## config.mk

```make
export PLATFORM = sky130hd
export DESIGN_NAME = ref_sched_flat
export DESIGN_NICKNAME = d
export VERILOG_FILES = /design/src/rtl/ref_sched_if.sv /design/src/rtl/ref_sched.sv /design/src/flat_wrapper.sv
export SDC_FILE = /design/constraint.sdc
export NUM_CORES = 1
export LEC_CHECK = 0
export CAP_MARGIN = 5
export CORE_MARGIN = 10
export CORE_UTILIZATION = 48
export DETAILED_ROUTE_END_ITERATION = 10
export GPL_TIMING_DRIVEN = 0
export PLACE_DENSITY_LB_ADDON = 0.2
export SYNTH_ARGS = -nofsm -noshare
export SYNTH_HDL_FRONTEND = slang
export SYNTH_SLANG_ARGS = --single-unit
export TNS_END_PERCENT = 50
```

## constraint.sdc

```tcl
create_clock -name Clk -period 4 [get_ports Clk]
set_input_delay 0.4 -clock Clk [delete_from_list [all_inputs] [get_ports Clk]]
set_output_delay 0.4 -clock Clk [all_outputs]
set_load 0.05 [all_outputs]
```

## src/rtl/ref_sched_if.sv

```systemverilog
// Handshake and status bundle between the configuration registers / command FSM
// (master) and the refresh scheduler (slave).
interface ref_sched_if #(
  parameter int CNT_W  = 16,
  parameter int DW     = 4,
  parameter int STAT_W = 16
);
  logic              en;
  logic [CNT_W-1:0]  ref_max;
  logic              ref_ack;
  logic              clr_ovf;
  logic              ref_req;
  logic              ref_urgent;
  logic              p_ref;
  logic [DW-1:0]     debt;
  logic              ovf;
  logic [STAT_W-1:0] ref_cnt;
  logic [DW-1:0]     debt_peak;

  modport master (
    output en, ref_max, ref_ack, clr_ovf,
    input  ref_req, ref_urgent, p_ref, debt, ovf, ref_cnt, debt_peak
  );

  modport slave (
    input  en, ref_max, ref_ack, clr_ovf,
    output ref_req, ref_urgent, p_ref, debt, ovf, ref_cnt, debt_peak
  );
endinterface

```

## src/rtl/ref_sched.sv

```systemverilog
// Refresh scheduler: interval counter plus saturating refresh-debt accounting.
// Optional statistics (ref_cnt, debt_peak) are built only when REF_STATS_EN is defined.
module ref_sched #(
  parameter int CNT_W      = 16,
  parameter int MAX_DEBT   = 8,
  parameter int URG_THRESH = 6,
  parameter int PRE_WARN   = 3,
  parameter int STAT_W     = 16
) (
  input logic          Clk,
  input logic          Reset,
  ref_sched_if.slave   bus
);
  localparam int DW = $clog2(MAX_DEBT + 1);
  localparam logic [DW-1:0]    DEBT_MAX = DW'(MAX_DEBT);
  localparam logic [DW-1:0]    DEBT_URG = DW'(URG_THRESH);
  localparam logic [CNT_W-1:0] CNT_PRE  = CNT_W'(PRE_WARN);
  localparam logic [CNT_W-1:0] CNT_ONE  = {{(CNT_W-1){1'b0}}, 1'b1};
  localparam logic [DW-1:0]    DEBT_ONE = {{(DW-1){1'b0}}, 1'b1};

  logic [CNT_W-1:0] rcount_r, rcount_nx_s;
  logic             armed_r;
  logic [DW-1:0]    debt_r, debt_nx_s;
  logic             ref_req_r, ref_urgent_r, p_ref_r, ovf_r;
  logic             ovf_nx_s, p_ref_nx_s;
  logic             tick_s, ack_s, sat_s;

  // Next interval count, tick/ack qualification, debt and flag updates
  always_comb begin
    rcount_nx_s = rcount_r;
    debt_nx_s   = debt_r;
    sat_s       = 1'b0;
    tick_s      = armed_r & bus.en & (rcount_r == {CNT_W{1'b0}});
    ack_s       = bus.ref_ack & (debt_r != {DW{1'b0}});

    // First edge after reset only loads the interval; en has no say there
    if (!armed_r) begin
      rcount_nx_s = bus.ref_max;
    end else if (bus.en) begin
      if (tick_s) begin
        rcount_nx_s = bus.ref_max;
      end else begin
        rcount_nx_s = rcount_r - CNT_ONE;
      end
    end else begin
      rcount_nx_s = rcount_r;
    end

    case ({tick_s, ack_s})
      2'b10: begin
        if (debt_r == DEBT_MAX) begin
          sat_s = 1'b1;
        end else begin
          debt_nx_s = debt_r + DEBT_ONE;
        end
      end
      2'b01:   debt_nx_s = debt_r - DEBT_ONE;
      default: debt_nx_s = debt_r;
    endcase

    // A lost tick outranks a simultaneous clear
    if (sat_s) begin
      ovf_nx_s = 1'b1;
    end else if (bus.clr_ovf) begin
      ovf_nx_s = 1'b0;
    end else begin
      ovf_nx_s = ovf_r;
    end

    p_ref_nx_s = armed_r & bus.en & (rcount_nx_s != {CNT_W{1'b0}}) & (rcount_nx_s <= CNT_PRE);
  end

  // Counter, debt and registered status flags
  always_ff @(posedge Clk or negedge Reset) begin
    if (!Reset) begin
      rcount_r     <= {CNT_W{1'b0}};
      armed_r      <= 1'b0;
      debt_r       <= {DW{1'b0}};
      ref_req_r    <= 1'b0;
      ref_urgent_r <= 1'b0;
      p_ref_r      <= 1'b0;
      ovf_r        <= 1'b0;
    end else begin
      rcount_r     <= rcount_nx_s;
      armed_r      <= 1'b1;
      debt_r       <= debt_nx_s;
      ref_req_r    <= (debt_nx_s != {DW{1'b0}});
      ref_urgent_r <= (debt_nx_s >= DEBT_URG);
      p_ref_r      <= p_ref_nx_s;
      ovf_r        <= ovf_nx_s;
    end
  end

  assign bus.debt       = debt_r;
  assign bus.ref_req    = ref_req_r;
  assign bus.ref_urgent = ref_urgent_r;
  assign bus.p_ref      = p_ref_r;
  assign bus.ovf        = ovf_r;

`ifdef REF_STATS_EN
  logic [STAT_W-1:0] ref_cnt_r;
  logic [DW-1:0]     debt_peak_r;

  // Accepted-ack count (wrapping) and high-water mark of debt
  always_ff @(posedge Clk or negedge Reset) begin
    if (!Reset) begin
      ref_cnt_r   <= {STAT_W{1'b0}};
      debt_peak_r <= {DW{1'b0}};
    end else begin
      if (ack_s) begin
        ref_cnt_r <= ref_cnt_r + {{(STAT_W-1){1'b0}}, 1'b1};
      end
      if (debt_nx_s > debt_peak_r) begin
        debt_peak_r <= debt_nx_s;
      end
    end
  end

  assign bus.ref_cnt   = ref_cnt_r;
  assign bus.debt_peak = debt_peak_r;
`else
  assign bus.ref_cnt   = {STAT_W{1'b0}};
  assign bus.debt_peak = {DW{1'b0}};
`endif
endmodule
```

## src/flat_wrapper.sv

```systemverilog
// flat-port wrapper written by rule: the top's interface ports become plain ports
module ref_sched_flat 
#(
  parameter int CNT_W      = 16,
  parameter int MAX_DEBT   = 8,
  parameter int URG_THRESH = 6,
  parameter int PRE_WARN   = 3,
  parameter int STAT_W     = 16
)
  (Clk, Reset, bus_en, bus_ref_max, bus_ref_ack, bus_clr_ovf, bus_ref_req, bus_ref_urgent, bus_p_ref, bus_debt, bus_ovf, bus_ref_cnt, bus_debt_peak);
  ref_sched_if #(.CNT_W(CNT_W), .STAT_W(STAT_W)) bus_i ();
  input logic Clk;
  input logic Reset;
  input wire logic [$bits(bus_i.en)-1:0] bus_en;
  input wire logic [$bits(bus_i.ref_max)-1:0] bus_ref_max;
  input wire logic [$bits(bus_i.ref_ack)-1:0] bus_ref_ack;
  input wire logic [$bits(bus_i.clr_ovf)-1:0] bus_clr_ovf;
  output wire logic [$bits(bus_i.ref_req)-1:0] bus_ref_req;
  output wire logic [$bits(bus_i.ref_urgent)-1:0] bus_ref_urgent;
  output wire logic [$bits(bus_i.p_ref)-1:0] bus_p_ref;
  output wire logic [$bits(bus_i.debt)-1:0] bus_debt;
  output wire logic [$bits(bus_i.ovf)-1:0] bus_ovf;
  output wire logic [$bits(bus_i.ref_cnt)-1:0] bus_ref_cnt;
  output wire logic [$bits(bus_i.debt_peak)-1:0] bus_debt_peak;
  assign bus_i.en = bus_en;
  assign bus_i.ref_max = bus_ref_max;
  assign bus_i.ref_ack = bus_ref_ack;
  assign bus_i.clr_ovf = bus_clr_ovf;
  assign bus_ref_req = bus_i.ref_req;
  assign bus_ref_urgent = bus_i.ref_urgent;
  assign bus_p_ref = bus_i.p_ref;
  assign bus_debt = bus_i.debt;
  assign bus_ovf = bus_i.ovf;
  assign bus_ref_cnt = bus_i.ref_cnt;
  assign bus_debt_peak = bus_i.debt_peak;
  ref_sched #(.CNT_W(CNT_W), .MAX_DEBT(MAX_DEBT), .URG_THRESH(URG_THRESH), .PRE_WARN(PRE_WARN), .STAT_W(STAT_W)) u_core (.Clk(Clk), .Reset(Reset), .bus(bus_i));
endmodule
```

Figure 1. PDN straps and rails (run 1).
The bar under the picture is 20 microns long. Pins as bars on the die edge.
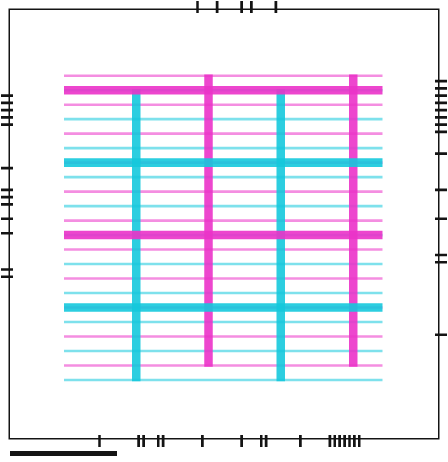
| color | net |
|---|---|
| cyan | VSS |
| magenta | VDD |
met4 straps: 4
signal pins: 49

Figure 2. Cell classes on the final placement (run 1).
The bar under the picture is 20 microns long.
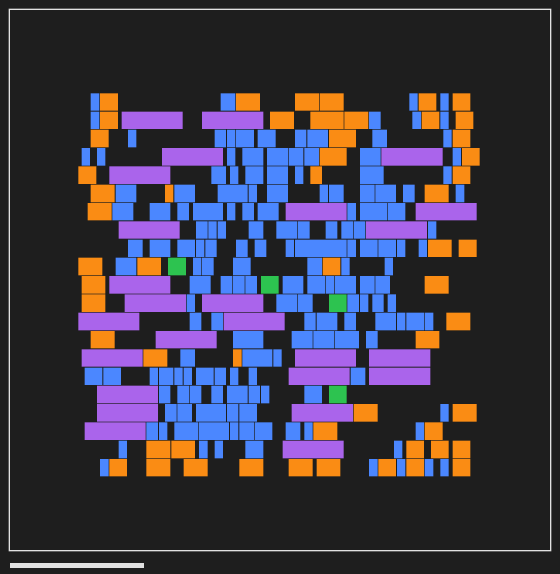
| color | class | cells | share of their area |
|---|---|---|---|
| orange | other buffers and delay cells | 55 | 23% |
| blue | all other logic | 164 | 46% |
| purple | flip-flops | 25 | 29% |
| green | clock drivers and dummy loads | 4 | 1.4% |

==> deck_impl_summary.md, run 1 <==
Implementation Results

Outcome
  • Outcome: complete, no violations

Global routing
  • Vias in the first global route: approximately 1500
  • Pin count of the biggest net entering global routing: 26
  • Met1 Use GR: approximately 16%

Timing
  • Slew margin rel.: 24.84%
  • Tightest Pin Transition: 1.124 ns
  • Final TNS setup: 0 ns
  • Final Cycle Share: 78.90%

Setup path
  • Critical Path Slowest Stage Cell: dfrtp_1
  • Crit Path Category: register to register
  • Crit path buffers/inverters: 4
  • CP Launch Type: register
  • Largest stage delay on the critical path: 0.45 ns

Final layout
  • Most numerous logic cells after layout: clkdlybuf4s50_1, dfrtp_1, conb_1, buf_4
  • Most flops, register: u_core.rcount_r
  • Dominant logic cell type in the layout: clkdlybuf4s50_1
  • Synth-to-layout area growth: 25.14%

CTS
  • CTS tree: built
  • TritonCTS buffer count: 3
  • Post_cts resized: 0
  • H-tree depth: 1

Synthesis
  • Distinct cells, synth: 50
  • Avg Cell Area, Syn: 8.866 sq um
  • Main kind of combinational logic by area: simple AND/OR/NAND/NOR gates
  • Cell taking the most area after synthesis: dfrtp_1
  • Dominant cell area share: 35.82%
  • Post-synth EDFFs: 0

Placement
  • Placer Congestion: 0.8931
  • Buffers on Ports: 28
  • Detailed Place HPWL: 3266 microns

Route
  • DR vias: 1550
  • M1 WL: 1787 microns

Die
  • DIE AREA: 0.006452 sq mm
Figure 3. Clock distribution (run 1).
The bar under the picture is 20 microns long.
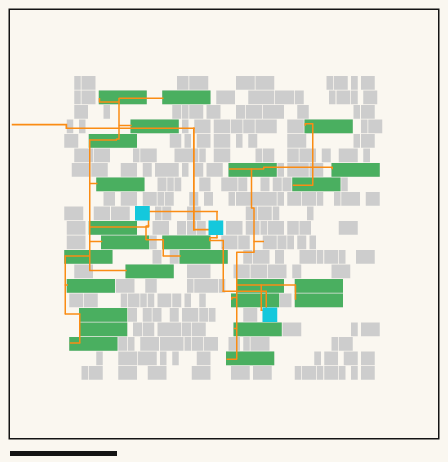
[orange] clock wires | length: 322 microns
[cyan] cells driving clock nets | count: 3
[green] flip-flops | count: 25
routed clock nets: 4

==> run 1: worst paths after layout <==
path,startpoint,slack [ns],end,cells past startpoint
hold / removal,u_core.bus.ovf$_DFFE_PN0P_,0.54,u_core.bus.ovf$_DFFE_PN0P_,2
setup / recovery,u_core.rcount_r[13]$_DFF_PN0_,0.84,u_core.bus.ref_req$_DFF_PN0_,11
hold reg to reg,u_core.bus.ovf$_DFFE_PN0P_,0.54,u_core.bus.ovf$_DFFE_PN0P_,2
max in group asynchronous,Reset,2.68,u_core.armed_r$_DFF_PN0_,1
min in group asynchronous,Reset,0.65,u_core.rcount_r[8]$_DFF_PN0_,1
setup reg to reg,u_core.rcount_r[13]$_DFF_PN0_,0.84,u_core.bus.ref_req$_DFF_PN0_,11
==> run 1: where the power goes <==
part	internal (mW)	switching (mW)	total [mW]
Clock	0.0384	0.0797	0.118
Combinational	0.0638	0.0940	0.158
Sequential	0.270	0.0207	0.290
Total	0.372	0.195	0.566
==> run 1: layout make-up <==
cell class | instances | area, sq um | share of cell area [%]
multi-input combinational | 150 | 928.4 | 42.47
clock buffer | 3 | 22.52 | 1.030
clock inverter | 1 | 7.507 | 0.3434
sequential | 25 | 625.6 | 28.62
tap | 46 | 57.56 | 2.633
buffer | 27 | 206.4 | 9.445
timing repair buffer | 28 | 280.3 | 12.82
inverter | 14 | 57.56 | 2.633
==> run 1: metrics by stage <==
step | hold slack, ns | power (mW) | utilization (%) | cells
2_1_floorplan | 0.1044 | 0.4069 | - | 216
3_3_place_gp | 0.5200 | 0.4490 | 63.11 | 290
3_5_place_dp | 0.5238 | 0.4498 | 63.11 | 290
4_1_cts | 0.5431 | 0.5700 | 63.99 | 294
5_1_grt | 0.5679 | 0.5980 | 63.99 | 294
6_report | 0.5414 | 0.5663 | 63.99 | 294
==> run 2, diff against run 1 <==
CORE_UTILIZATION = 43   (was 48)
clock period = 2.68 ns   (was 4 ns; I/O delays follow)
Figure 4. Clock distribution (run 2).
The bar under the picture is 20 microns long.
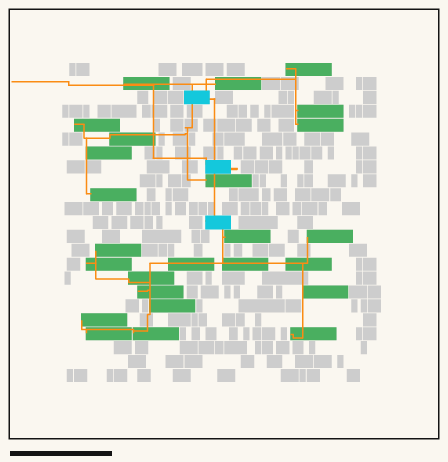
[green] flip-flops | count: 25
[orange] clock wires | length: 320 microns
[cyan] cells driving clock nets | count: 3
routed clock nets: 4

==> deck_impl_summary.md, run 2 <==
Implementation Results

Synthesis
  • Post-synth EDFFs: 0 (unchanged)
  • Main kind of combinational logic by area: simple AND/OR/NAND/NOR gates
  • Cell taking the most area after synthesis: dfrtp_1
  • Avg Cell Area, Syn: 8.866 sq um (unchanged)
  • Yosys xor share: 3.510%
  • Dominant cell area share: 35.82% (unchanged)
  • Distinct cells, synth: 50 (unchanged)

Route
  • DR vias: 1609 (+3.8%)

Final layout
  • Most numerous logic cells after layout: buf_4, clkdlybuf4s50_1, dfrtp_1, conb_1, nand2_1
  • Post-route core utilization: 58.98% (-5.0 points)
  • Synth-to-layout area growth: 34.10%
  • Cell Count, Final, Fillers Out: 305 (+3.7%)
  • Most flops, register: u_core.rcount_r

Pwr
  • Clock net power: 0.231 mW (+96%)
  • P_comb: 0.255 mW (+61%)
  • Design Power: 0.9214 mW (+63%)
  • Switch Pwr: 0.3055 mW (+57%)
  • Gate power share: 27.6% (-0.3 points)
  • Sequential Power Share: 47.3% (-4.0 points)
  • Switching Fraction: 33.16% (-1.2 points)
  • Clock share of power: 25.1% (+4.2 points)
  • Seq. pwr: 0.435 mW (+50%)
  • Pwr top: registers
  • P_int: 0.6159 mW (+66%)

Setup path
  • CP Launch Type: register
  • Critical Path Slowest Stage Cell: or4_1
  • Largest stage delay on the critical path: 0.54 ns (+0.09 ns)

Timing
  • Final Cycle Share: 99.34% (+20 points)
  • Tightest Pin Transition: 1.114 ns (-0.009858 ns)
  • Slew margin rel.: 25.50% (+0.66 points)
  • Final TNS setup: 0 ns (unchanged)
  • Hold slack final: 0.5293 ns (-0.01203 ns)

Outcome
  • Outcome: complete, no violations

CTS
  • TritonCTS buffer count: 3 (unchanged)
  • CTS tree: built
  • H-tree depth: 1 (unchanged)

Placement
  • Placer Congestion: 0.9178 (+2.8%)
  • Placed Instances: 294 (+1.4%)
  • Buffers on Ports: 28 (unchanged)
  • Detailed Place HPWL: 3412 microns (+4.5%)

Global routing
  • Pin count of the biggest net entering global routing: 26 (unchanged)

Die
  • Floorplan core density: 43.98%
  • DIE AREA: 0.007012 sq mm (+8.7%)
-- run 2: cell counts after synthesis --
Identical to the previous run, type by type.
-- run 2: worst paths after layout --
| kind | start | to | slack, ns | cells after the start |
|---|---|---|---|---|
| setup / recovery | u_core.rcount_r[12]$_DFF_PN0_ | u_core.bus.ref_req$_DFF_PN0_ | 0.02 | 8 |
| hold / removal | u_core.bus.ovf$_DFFE_PN0P_ | u_core.bus.ovf$_DFFE_PN0P_ | 0.53 | 2 |
| setup reg to reg | u_core.rcount_r[12]$_DFF_PN0_ | u_core.bus.ref_req$_DFF_PN0_ | 0.02 | 8 |
| hold reg to reg | u_core.bus.ovf$_DFFE_PN0P_ | u_core.bus.ovf$_DFFE_PN0P_ | 0.53 | 2 |
| max in group asynchronous | Reset | u_core.rcount_r[5]$_DFF_PN0_ | 1.43 | 1 |
| min in group asynchronous | Reset | u_core.rcount_r[15]$_DFF_PN0_ | 0.58 | 1 |
-- run 2: area by class of cell --
| type | count | area (sq um) | share of cell area [%] |
|---|---|---|---|
| Tap cell | 50 | 62.56 | 2.671 |
| Buffer | 23 | 182.7 | 7.799 |
| Sequential cell | 25 | 625.6 | 26.71 |
| Timing Repair Buffer | 39 | 366.6 | 15.65 |
| Inverter | 14 | 57.56 | 2.457 |
| Clock inverter | 1 | 7.507 | 0.3205 |
| Multi-Input combinational cell | 150 | 998.5 | 42.63 |
| Clock buffer | 3 | 41.29 | 1.763 |
-- run 2: per-layer routing --
| layer | vias to the layer above | track usage (%) | wire (microns) |
|---|---|---|---|
| met5 | - | 0 | 0 |
| li1 | 786 | - | - |
| met3 | 5 | 3.516 | 303 |
| met4 | 0 | 3.653 | 38 |
| met1 | 765 | 16.85 | 2073 |
| met2 | 53 | 19.86 | 2216 |
==> run 3, diff against run 2 <==
CORE_UTILIZATION = 45   (was 43)
CTS_BUF_LIST = sky130_fd_sc_hd__clkbuf_8   (was default)
Figure 5. PDN straps and rails (run 3).
The bar under the picture is 20 microns long. Pins as bars on the die edge.
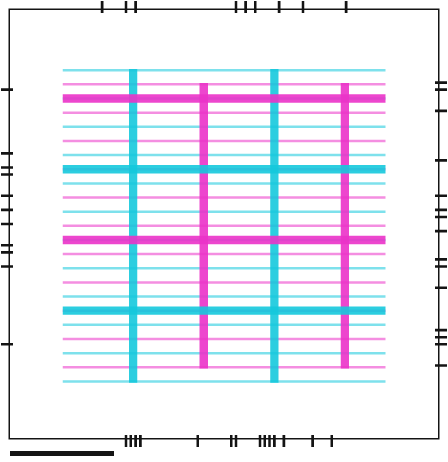
| color | net |
|---|---|
| magenta | VDD |
| cyan | VSS |
met4 straps: 4
met1 rails: 23
met5 straps: 4
rows: 22
signal pins: 49

==> deck_impl_summary.md, run 3 <==
Implementation Results

Pwr
  • Design Power: 0.9032 mW (-2.0%)
  • Clock net power: 0.215 mW (-7%)
  • Pwr top: registers
  • Switch Pwr: 0.2917 mW (-4.5%)

Final layout
  • Cell Count, Final, Fillers Out: 305 (unchanged)
  • Most flops, register: u_core.rcount_r
  • Most numerous logic cells after layout: buf_4, clkdlybuf4s50_1, dfrtp_1, conb_1, nand2_1
  • Post-route core utilization: 63.37% (+4.4 points)

Setup path
  • RR Startpoint: u_core.rcount_r[14]$_DFF_PN0_
  • Register-to-Register Path Depth: 9 (+1)

Die
  • DIE AREA: 0.006773 sq mm (-3.4%)

Placement
  • Placer Congestion: 0.9123 (-0.60%)
  • Buffers on Ports: 28 (unchanged)

Hold path
  • HP Start: u_core.bus.ovf$_DFFE_PN0P_
  • Hold worst-path end: u_core.bus.ovf$_DFFE_PN0P_

CTS
  • H-tree depth: 1 (unchanged)

Synthesis
  • Dominant cell area share: 35.82% (unchanged)
  • Distinct cells, synth: 50 (unchanged)

Global routing
  • GR Layer Usage met3: 4.968% (+1.5 points)
  • Grt met2 use: 21.31% (+1.4 points)

Timing
  • Hold slack final: 0.5415 ns (+0.01219 ns)
  • Final Cycle Share: 98.84% (-0.50 points)
  • Tightest Pin Transition: 1.146 ns (+0.03175 ns)

Outcome
  • Outcome: complete, no violations
==> run 3: netlist changes by cell type in the layout (fill, tap and decap cells not counted), sizes merged <==
cell	before	now
inv	13	14
clkinvlp	1	0
buf	32	34
==> run 3: how the worst max path moves through the flow <==
stage / from / endpoint / slack (ns) / cells after the start
detailed placement: bus_en / u_core.bus.ref_req$_DFF_PN0_ / -0.56 / 13
CTS: u_core.rcount_r[12]$_DFF_PN0_ / u_core.bus.ref_req$_DFF_PN0_ / -0.16 / 11
global placement: bus_en / u_core.bus.ref_req$_DFF_PN0_ / -0.54 / 13
finish: u_core.rcount_r[14]$_DFF_PN0_ / u_core.bus.ref_req$_DFF_PN0_ / 0.03 / 9
floorplan: u_core.rcount_r[13]$_DFF_PN0_ / u_core.bus.ref_req$_DFF_PN0_ / -0.21 / 12
global route: u_core.rcount_r[0]$_DFF_PN0_ / u_core.bus.ref_req$_DFF_PN0_ / -0.08 / 13
==> run 3: layout make-up <==
cell class	instances	area, sq um	area share, %
multi-input combinational	150	994.7	42.24
sequential	25	625.6	26.57
timing repair buffer	41	389.1	16.52
buffer	23	182.7	7.758
tap	48	60.06	2.550
inverter	14	57.56	2.444
clock buffer	3	41.29	1.753
clock inverter	1	3.754	0.1594
==> run 3: cell families after synthesis <==
logic type	count (synthesis)	share of synthesized area, %
adders and majority gates	5	3.582
AOI/OAI and AO/OA	48	18.55
buffers and inverters	41	15.11
and+or+nand+nor	68	22.42
other	2	0.4300
muxes	1	0.5731
DFF	25	35.82
xor gates and xnor gates	7	3.510
==> run 3: repair_timing <==
item                                    4_1_cts  5_1_grt
resized                                       9        7
hold endpoints to repair                      0        0
cloned                                        0        0
pin swaps                                     7        7
setup buffers                                10        3
endpoints found under the setup margin        3        4
No activity file was given, so power comes from the tool's default toggle rates.
